==> config.mk <==
export PLATFORM = sky130hd
export DESIGN_NAME = shift_arbiter
export DESIGN_NICKNAME = d
export VERILOG_FILES = /design/src/rtl/shift_arbiter_pkg.sv /design/src/rtl/barrel_shifter.sv /design/src/rtl/shift_arbiter.sv
export SDC_FILE = /design/constraint.sdc
export NUM_CORES = 1
export LEC_CHECK = 0
export CAP_MARGIN = 10
export CORE_ASPECT_RATIO = 2
export CORE_MARGIN = 2
export CORE_UTILIZATION = 56
export DETAILED_ROUTE_END_ITERATION = 12
export MAX_ROUTING_LAYER = met4
export PLACE_DENSITY = 0.89
export SETUP_SLACK_MARGIN = 0.02
export SYNTH_ARGS = -nofsm -noshare
export SYNTH_HDL_FRONTEND = slang
export SYNTH_SLANG_ARGS = --single-unit
==> constraint.sdc <==
create_clock -name clk -period 7.84 [get_ports clk]
set_clock_uncertainty 0.2 [all_clocks]
set_input_delay 1.568 -clock clk [delete_from_list [all_inputs] [get_ports clk]]
set_output_delay 1.568 -clock clk [all_outputs]
set_load 0.01 [all_outputs]
Run 1, metal 1:
Drawn at 4 px/um. Supply wires on this layer in gray. Cells faint in the background.
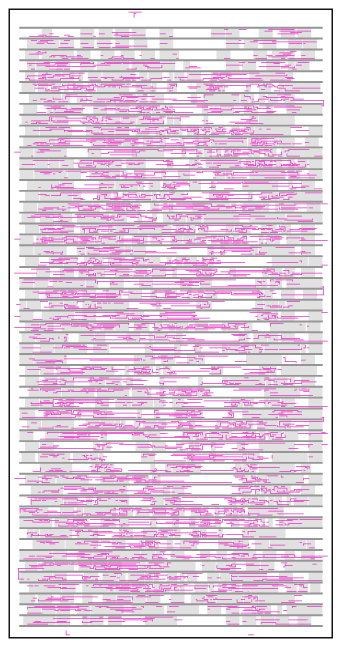
wire length on this layer	8,290 um
share of all routed wire	33%
nets with wire on the layer	793
main direction	horizontal
longest straight run	31.3 um
Post-Route WL: 25,400 um
GRT met1 Usage: 43.0%
total number of vias: 6,951

Run 1, met3 routing:
Drawn at 3 px/um. Cells faint in the background.
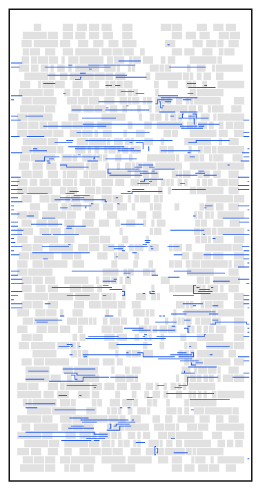
nets with wire on the layer	223
wire length on this layer	1,680 um
main direction	horizontal
global-route met3 utilization: 5.82%

Run 1, signal wires on met4:
Drawn at 4 px/um. Supply wires on this layer in gray.
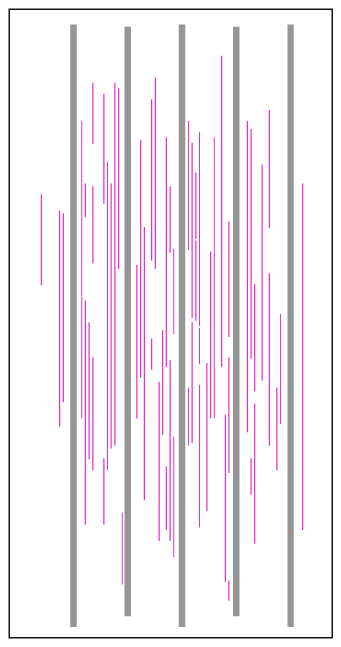
wire length on this layer	2,250 um
longest straight run	90.4 um
share of all routed wire	8.9%
nets with wire on the layer	52

==> ds_physical_params.txt, run 1 <==
Implementation parameters

Parameter                              Value

Place
  Pre-CTS setup slack    around 2.2 ns
  IO buf count    152
  DPL Wire Length    19,800 um

Worst setup path
  Arrival time at the worst endpoint    approximately 5.4 ns
  R2R cell count    8
  Delay-heaviest family, CP    multiplexers

Clocking
  Clock Latency Late Sink    0.29 ns
  Number of buffers created by CTS    5

Pwr
  Total design power    0.00155 W
  Leakage power summed over all cells    3.04 nW

Layout
  Dominant kind of cell    combinational gates
  Sequential cell area in the final layout    877 um2

Synth
  Cell area after synthesis    6530 um2
  Mean area per synthesized cell    8.89 um2
  Cell variety after synth    ~70
  Most instantiated cells after synthesis    mux2i_1 (111), nand2_1 (65), nor2_1 (62)
  Top cell type's share of synthesized area    17.6%
  Largest area contributor in the netlist    mux4_2

Final timing
  Number of endpoints failing setup at the final stage    0
  Share of the clock period used by the worst path    between 60 and 70%
  Final number of max-transition violations    0
  RSZ-0062 raised after global routing    false

Global routing
  Most Used Layer, Global Route    met2

Run status
  Status    completed
==> run 1: kinds of logic after synthesis <==
family          Yosys count  synth area share, %
mux                     194                 40.9
compound gates          189                 20.9
simple gates            209                 14.2
flops                    35                 13.4
xor+xnor                  2                0.268
buf+inv                 106                 10.3
==> run 1: cells in the final DEF, fill, tap and decap left out, drive strengths merged, types with 21 or more instances in the layout <==
cell type      netlist  final
nor2                64     64
nor3                35     35
a211oi              21     21
o21ai               27     27
clkdlybuf4s50        0    150
a21oi               31     31
mux2                28     28
mux4                51     51
nand2               65     65
mux2i              115    115
o22ai               21     21
dfrtp               34     34
==> run 1 -> run 2 <==
- CORE_UTILIZATION: 56 -> 47
- PLACE_DENSITY: 0.89 -> 0.8
- clock period: 7.84 -> 4.4 ns (I/O delays scaled with it)
Run 2, met3 routing:
Drawn at 3 px/um. Cells faint in the background.
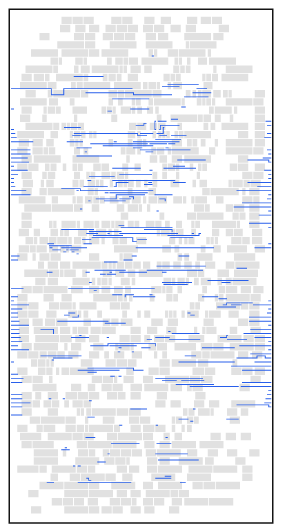
longest straight run	28.5 um
nets with wire on the layer	219
total number of vias: 7,029
Post-Route WL: 25,500 um

Run 2, routed metal, one color a layer:
Drawn at 4 px/um. Two of the layers only.
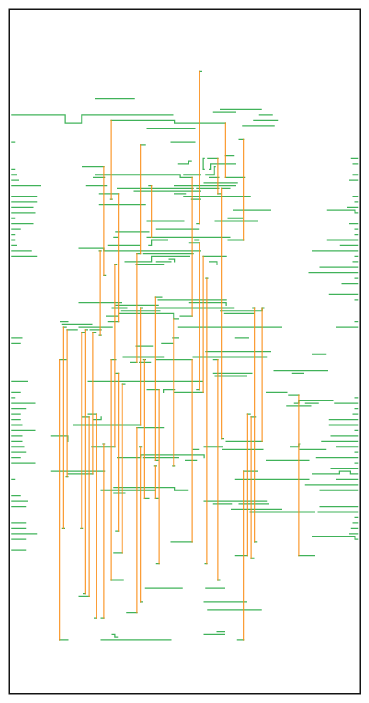
color	layer	wire length
green	met3	1,570 um
orange	met4	1,740 um
Total GRT Usage: 34.9%
WL/cell: 25.7 um

Run 2, metal 1:
Drawn at 4 px/um. Supply wires on this layer in gray. Cells faint in the background.
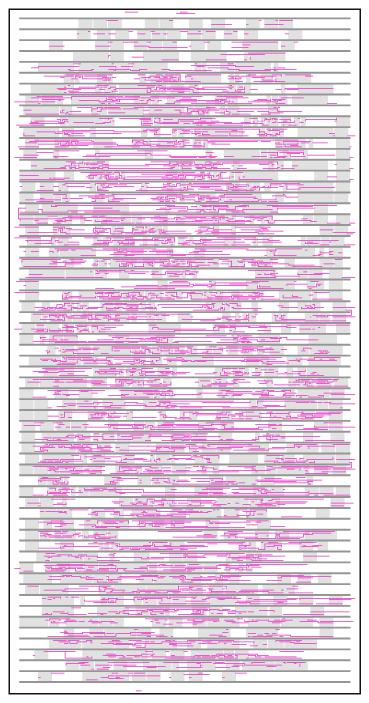
share of all routed wire	37%
wire length on this layer	9,450 um
longest straight run	41.9 um
nets with wire on the layer	799
main direction	horizontal
GRT met1 Usage: 41.6%

==> run 2 against run 1 <==
Net effect:
- global-route usage is 6.9 points lower
- final area rose by 4.1%
- clock power rose by about 70%
- count of clock-buffer cells in the layout decreased by 1
- sequential share of layout area down 0.44 points
- wire length is 0.51% higher
- cell count is 4.7% higher
- critical endpoint is now r0_dout[0]$_DFFE_PN0P_
- largest power group unchanged
- highest routed layer unchanged
==> ds_physical_params.txt, run 2 <==
Implementation parameters

Parameter                              Value

Synth
  Share of the yosys chip area belonging to registers    a little over an eighth
  Cell variety after synth    70
  Most instantiated cells after synthesis    mux2i_1 (111), nand2_1 (65), nor2_1 (62)
  Top cell type's share of synthesized area    between 10% and 20%
  Mean area per synthesized cell    8.89 um2
  Cell area after synthesis    6530 um2
  Number of synthesis warnings    0
  Largest area contributor in the netlist    mux4_2

Place
  IO buf count    152
  DPL Wire Length    19,800 um
  Pre-CTS setup slack    0.234 ns

Worst setup path
  Slowest cell delay on critical path    0.58 ns
  Delay-heaviest family, CP    AND-OR/OR-AND gates
  Arrival time at the worst endpoint    between 3 and 4 ns
  R2R cell count    9
  Critical path's slowest cell    a21bo_2

Clocking
  Number of buffers created by CTS    5
  Clock Latency Late Sink    between 0.2 and 0.3 ns
  Cells resized by post-CTS repair    0

Final timing
  RSZ-0062 raised after global routing    false
  Final number of max-transition violations    0
  Maximum clock frequency    ~0.25 GHz
  Share of the clock period used by the worst path    89.4%
  Number of endpoints failing setup at the final stage    0

Pwr
  Peak ir drop on the vdd network    about 0.32 mV
  Leakage power summed over all cells    approximately 3.2 nW
  Total design power    0.00278 W

Die
  Row count    61
  Chip height    171 um
  IO Pins    153

Layout
  Clock tree buffer count of the final layout    6
  Most instantiated logic cell after routing    clkdlybuf4s50_1
  Nonclk buf count    196
  Layout fillers    between 1,000 and 1,500
  Nets@finish    slightly above 900
  Sequential cell area in the final layout    877 um2
  Clock buf/inv share    1.76%
  Dominant kind of cell    combinational gates
  Commonest non-fill, non-tap cells in the layout    clkdlybuf4s50_1 (150), mux2i_1 (109), nand2_1 (65)

Global routing
  Global-route met3 utilization    2.99%
  Most Used Layer, Global Route    met2

Run status
  Status    completed

Drt
  Routed length on met2    12,800 um
  Detailed-route wire length on metal 1    ~9500 um
==> run 2: kinds of logic (layout without fill, tap and decap cells) <==
logic type | after synthesis | after routing | synth area share (%)
XOR/XNOR | 2 | 2 | 0.268
AND/OR/NAND/NOR | 209 | 209 | 14.2
buffers and inverters | 106 | 208 | 10.3
multiplexers | 194 | 194 | 40.9
flip-flops | 35 | 35 | 13.4
AND-OR/OR-AND | 189 | 189 | 20.9
==> run 2: metrics by stage <==
stage	util (%)	cells
after floorplan	-	735
after global placement	58.3	987
after detailed placement	58.3	987
after CTS	59.4	994
after global routing	59.4	994
final	59.4	994
==> run 2: power breakdown <==
part	switching, W	internal [W]
Combinational	0.000969	0.000920
Clock	0.000131	0.000221
Sequential	0.000102	0.000441
Power and IR drop assume default switching activity.
